### config.mk
export PLATFORM = sky130hd
export DESIGN_NAME = fetch_stage
export DESIGN_NICKNAME = d
export VERILOG_FILES = /design/src/rtl/fetch_stage.sv
export SDC_FILE = /design/constraint.sdc
export NUM_CORES = 1
export LEC_CHECK = 0
export ABC_CLOCK_PERIOD_IN_PS = 6970
export CAP_MARGIN = 5
export CORE_ASPECT_RATIO = 1.4
export CORE_UTILIZATION = 55
export DETAILED_ROUTE_END_ITERATION = 8
export HOLD_SLACK_MARGIN = 0.1
export PLACE_DENSITY = 0.85
export SETUP_SLACK_MARGIN = 0.3
export SYNTH_ARGS = -nofsm -noshare
export SYNTH_HDL_FRONTEND = slang
export SYNTH_SLANG_ARGS = --single-unit
### constraint.sdc
create_clock -name iw_clk -period 6.97 [get_ports iw_clk]
set_clock_uncertainty 0.15 [all_clocks]
set_input_delay 2.091 -clock iw_clk [delete_from_list [all_inputs] [get_ports iw_clk]]
set_output_delay 2.091 -clock iw_clk [all_outputs]
set_load 0.1 [all_outputs]
### src/rtl/fetch_stage.sv
// IF stage: PC, 1-cycle imem interface, IF/ID register, and a 1-entry hold buffer for stalls.
// Optional FETCH_PERF_EN adds saturating stall-cycle and flush counters.
module fetch_stage #(
  parameter int unsigned     P_AW       = 24,
  parameter int unsigned     P_IW       = 24,
  parameter logic [P_AW-1:0] P_RESET_PC = '0
) (
  input  logic            iw_clk,
  input  logic            iw_rst_n,
  input  logic            iw_stall,
  input  logic            iw_redirect,
  input  logic [P_AW-1:0] iw_redirect_pc,
  output logic [P_AW-1:0] ow_imem_addr,
  output logic            ow_imem_en,
  input  logic [P_IW-1:0] iw_imem_data,
  output logic [P_IW-1:0] ow_ifid_instr,
  output logic [P_AW-1:0] ow_ifid_pc,
`ifdef FETCH_PERF_EN
  output logic [31:0]     ow_perf_stall_cyc,
  output logic [31:0]     ow_perf_flush_cnt,
`endif
  output logic            ow_ifid_valid
);

  typedef enum logic {ST_RUN, ST_HOLD} state_e;

  state_e            state_q, state_d;
  logic [P_AW-1:0]   pc_q, pc_d;
  logic [P_AW-1:0]   fpc_q, fpc_d;
  logic              fvalid_q, fvalid_d;
  logic [P_IW-1:0]   hold_instr_q, hold_instr_d;
  logic [P_AW-1:0]   hold_pc_q, hold_pc_d;
  logic              hold_valid_q, hold_valid_d;
  logic [P_IW-1:0]   ifid_instr_q, ifid_instr_d;
  logic [P_AW-1:0]   ifid_pc_q, ifid_pc_d;
  logic              ifid_valid_q, ifid_valid_d;

  always_comb begin
    state_d      = state_q;
    pc_d         = pc_q;
    fpc_d        = fpc_q;
    fvalid_d     = fvalid_q;
    hold_instr_d = hold_instr_q;
    hold_pc_d    = hold_pc_q;
    hold_valid_d = hold_valid_q;
    ifid_instr_d = ifid_instr_q;
    ifid_pc_d    = ifid_pc_q;
    ifid_valid_d = ifid_valid_q;
    if (iw_redirect) begin
      pc_d         = iw_redirect_pc;
      fvalid_d     = 1'b0;
      hold_valid_d = 1'b0;
      ifid_valid_d = 1'b0;
      state_d      = ST_RUN;
    end else if (state_q == ST_RUN) begin
      if (iw_stall) begin
        // Park the fetch already in flight so release needs no refetch.
        hold_instr_d = iw_imem_data;
        hold_pc_d    = fpc_q;
        hold_valid_d = fvalid_q;
        fvalid_d     = 1'b0;
        state_d      = ST_HOLD;
      end else begin
        ifid_instr_d = iw_imem_data;
        ifid_pc_d    = fpc_q;
        ifid_valid_d = fvalid_q;
        fpc_d        = pc_q;
        fvalid_d     = 1'b1;
        pc_d         = pc_q + 1'b1;
      end
    end else if (!iw_stall) begin
      ifid_instr_d = hold_instr_q;
      ifid_pc_d    = hold_pc_q;
      ifid_valid_d = hold_valid_q;
      hold_valid_d = 1'b0;
      fpc_d        = pc_q;
      fvalid_d     = 1'b1;
      pc_d         = pc_q + 1'b1;
      state_d      = ST_RUN;
    end
  end

  always_ff @(posedge iw_clk) begin
    if (!iw_rst_n) begin
      state_q      <= ST_RUN;
      pc_q         <= P_RESET_PC;
      fpc_q        <= '0;
      fvalid_q     <= 1'b0;
      hold_instr_q <= '0;
      hold_pc_q    <= '0;
      hold_valid_q <= 1'b0;
      ifid_instr_q <= '0;
      ifid_pc_q    <= '0;
      ifid_valid_q <= 1'b0;
    end else begin
      state_q      <= state_d;
      pc_q         <= pc_d;
      fpc_q        <= fpc_d;
      fvalid_q     <= fvalid_d;
      hold_instr_q <= hold_instr_d;
      hold_pc_q    <= hold_pc_d;
      hold_valid_q <= hold_valid_d;
      ifid_instr_q <= ifid_instr_d;
      ifid_pc_q    <= ifid_pc_d;
      ifid_valid_q <= ifid_valid_d;
    end
  end

  assign ow_imem_addr  = pc_q;
  assign ow_imem_en    = iw_rst_n & (~iw_stall | iw_redirect);
  assign ow_ifid_instr = ifid_instr_q;
  assign ow_ifid_pc    = ifid_pc_q;
  assign ow_ifid_valid = ifid_valid_q;

`ifdef FETCH_PERF_EN
  logic [31:0] stall_cyc_q, stall_cyc_d;
  logic [31:0] flush_cnt_q, flush_cnt_d;

  always_comb begin
    stall_cyc_d = stall_cyc_q;
    flush_cnt_d = flush_cnt_q;
    if (iw_stall && !iw_redirect && (stall_cyc_q != '1))
      stall_cyc_d = stall_cyc_q + 32'd1;
    if (iw_redirect && (flush_cnt_q != '1))
      flush_cnt_d = flush_cnt_q + 32'd1;
  end

  always_ff @(posedge iw_clk) begin
    if (!iw_rst_n) begin
      stall_cyc_q <= '0;
      flush_cnt_q <= '0;
    end else begin
      stall_cyc_q <= stall_cyc_d;
      flush_cnt_q <= flush_cnt_d;
    end
  end

  assign ow_perf_stall_cyc = stall_cyc_q;
  assign ow_perf_flush_cnt = flush_cnt_q;
`endif

endmodule
placed.png
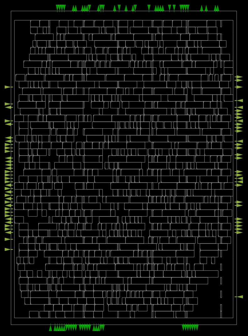
Fill cells: 768
number of sequential cells: 148
standard cell core area: 10500 sq um
fin util: 74.7%
Cell Count, Final, Fillers Out: 955

m2.png
(4 px per micron)
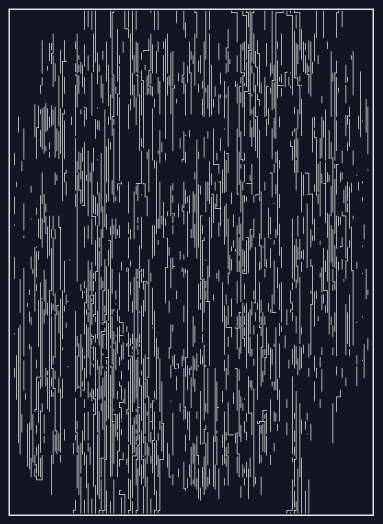
nets with wire on the layer: 730
share of all routed wire: 50%
longest straight run: 32.3 microns
GRT met2 Usage: 43.3%
routed wire length: 14500 microns
vias post-DR: 5403

==> reports/writeup.txt <==
At the pin with the least slew margin, the transition time is 1.13 ns. After clock tree synthesis, the clock-pin slew on the worst setup and hold paths is 0.05 ns. Mean area per synthesized cell: 8.43 sq um. The count of instantiated cells in the yosys netlist was 718. Entering global routing, the biggest net connects 89 pins. The class of the tightest hold or removal check was register to register. The worst setup path is captured at an output pin.

At floorplan, the net count of the design was reported as 773. The skew report gives the latency at the later pin of the worst-skew pair as 0.41 ns. The run gives 15.1 microns for the average detailed-routed wire length per instance.

The power consumption is 2160 uW. The number of different library cells used by synthesis comes to 40. The time the final worst path needs with I/O delays and setup is 6.05 ns, and the instance count along the most critical hold path is 2. Setup repair after global routing left no endpoint under its margin. The run gives 0 for the Yosys warning count.

Endpoints failing hold in the final report were tallied at 0. In this run the full chip footprint comes out at 11400 sq um. For the final routed database, the setup TNS stands at 0 ns. The post-synth count of flops with an enable pin is 0. After detailed placement, the total cell area comes to 7310 sq um.

The critical hold path startpoint is hold_pc_q[13]. Highest-delay cell along the critical path: clkdlybuf4s50_1. The worst register-to-register path has a setup slack of 4.53 ns. Hold is met by 0.303 ns. The cell class contributing the biggest share of worst-path delay was buffers and inverters. The die is 126 microns tall.

The endpoint arrival time on the critical path is 3.81 ns, and the final worst setup slack is 0.920 ns. The reg-to-reg endpoint is hold_pc_q[21]. The script reports the combined buffer and inverter count of the critical path as 3. The cell count of the worst reg-to-reg path came out at 4. At the end of the flow, the number of nets in the layout was 861.

The placement summary gives the final routability congestion estimate as 0.916. The number of antenna violations at the first check in global routing was 0; the tally of OpenROAD warnings was 27. The slew check shows that the tightest pin keeps a relative margin of 24.7%.

The detailed router finished its first iteration with 299 violations. The final max-slew violation count recorded for this run is 0. The script logs the ratio of routed vias to standard cells as 5.66. In the final layout, the share of cells above drive strength 1 is 5.02%. The tools report the type of origin of the critical path as a primary input. The worst hold path terminates at hold_pc_q[13]. After global routing the overflow that remains totals 0. The number of hold buffers added after cts was 0. The count of port buffers added during placement was 125. In this design, the stage delay of the slowest critical-path cell is 0.87 ns. The fraction of synthesis flops using an asynchronous set or reset pin is 0%, and the number of stages on the worst setup path is 4.

Traced cell by cell, the critical path runs through clkdlybuf4s50_1 -> inv_4 -> a21oi_1 -> buf_12. The tools report the leakage power summed over all cells as 0.00262 uW. The post-synthesis instance area came out at 6050 sq um. For the required arrival time at the worst endpoint, the log shows 4.73 ns. With the number of max-capacitance violations reported at 0, the highest fanout seen on the critical path is 43.

Sequential elements use 49.0% of the synthesized area. According to the floorplan log, the row count is 44. Gates resized during post-CTS repair numbered 0. The flow ran to the end, and the final reports show no timing, DRC or antenna violations. The number of standard cells after synthesis is 718. The total routing usage reported by global routing was 26.1%; the upper clock frequency limit was 165 MHz.

The logs give 17 for the total CTS buffers and 0.929 ns for the post-place setup slack. For the number of antenna diodes, the log shows 0. The remaining antenna violation count was 0. The most frequently used flop master after synthesis was dfxtp_1.

The cell count after placement is 925.
==> placed cells by master, fill, tap and decap left out, drive strengths merged <==
| master | netlist | layout |
|---|---|---|
| nor3 | 2 | 2 |
| o2111ai | 1 | 1 |
| dfxtp | 148 | 148 |
| a21oi | 84 | 84 |
| o21ai | 16 | 16 |
| nand4b | 1 | 1 |
| and4 | 2 | 2 |
| xnor2 | 6 | 6 |
| o31a | 1 | 1 |
| nand2b | 3 | 3 |
| mux2i | 52 | 52 |
| and3 | 2 | 2 |
| inv | 6 | 6 |
| clkinv | 0 | 5 |
| o31ai | 8 | 8 |
| o211ai | 1 | 1 |
| nor2 | 67 | 67 |
| xor2 | 5 | 5 |
| nand3b | 1 | 1 |
| or2 | 2 | 2 |
| clkbuf | 46 | 22 |
| nor4 | 5 | 5 |
| nor2b | 1 | 1 |
| nand3 | 11 | 11 |
| clkdlybuf4s50 | 0 | 124 |
| a32oi | 1 | 1 |
| a311oi | 1 | 1 |
| nand4 | 7 | 7 |
| buf | 13 | 4 |
| a31oi | 9 | 9 |
| nand2 | 151 | 151 |
| or4 | 9 | 9 |
| clkinvlp | 0 | 3 |
| nor3b | 1 | 1 |
| ha | 3 | 3 |
| a211oi | 50 | 50 |
| or3 | 1 | 1 |
| and3b | 1 | 1 |
==> layer usage <==
metal	part of all wire (%)	vias up	wire length, microns	global-route usage [%]
li1	-	2664	-	-
met1	43	2547	6160	31.7
met2	50	165	7220	43.3
met3	5.5	27	797	7.25
met4	2.0	0	286	11.2
met5	0	-	0	0
==> synthesized netlist by cell type, types with 5 or more instances <==
cell type,instances,area share (%)
a211oi_1,50,6.2
mux2i_1,52,8.6
xnor2_1,6,0.87
a21oi_1,84,6.9
nor4_1,5,0.52
dfxtp_1,148,49
inv_1,6,0.37
or4_1,9,1.1
o31ai_1,8,0.99
nor2_1,67,4.2
clkbuf_1,46,2.9
xor2_1,5,0.72
a31oi_1,9,0.93
nand3_1,11,0.91
o21ai_0,16,1.3
buf_1,10,0.62
nand2_1,151,9.4
nand4_1,6,0.62
==> where the power goes <==
part | switching, uW | internal (uW) | leakage, uW
logic | 286 | 112 | 0.00115
clock network | 333 | 498 | 0.000265
registers | 41.2 | 886 | 0.00121
==> cells by family (layout without fill, tap and decap cells) <==
logic type | Yosys count | count (layout) | synth area share (%)
simple gates | 267 | 267 | 18.8
compound gates | 172 | 172 | 17.1
flops | 148 | 148 | 49.0
buf+inv | 65 | 164 | 4.30
mux | 52 | 52 | 8.60
xor+xnor | 11 | 11 | 1.59
fa+ha+maj | 3 | 3 | 0.620
==> worst max-delay path by stage <==
stage	slack (ns)	to	startpoint
after global placement	0.97	ow_imem_en	iw_rst_n
after CTS	0.92	ow_imem_en	iw_rst_n
after global routing	0.79	ow_imem_en	iw_rst_n
after floorplan	0.44	ow_imem_en	iw_rst_n
after detailed placement	0.93	ow_imem_en	iw_rst_n
final	0.92	ow_imem_en	iw_rst_n
==> layout make-up <==
cell class	instances	area [sq um]	area share, %
Tap cell	138	173	2.20
Timing Repair Buffer	128	1300	16.5
Multi-Input combinational cell	505	2850	36.3
Sequential cell	148	2970	37.8
Clock buffer	22	495	6.31
Clock inverter	8	51.3	0.653
Inverter	6	25.0	0.319
Power figures rest on the tool's default switching activity, not on a simulated workload.
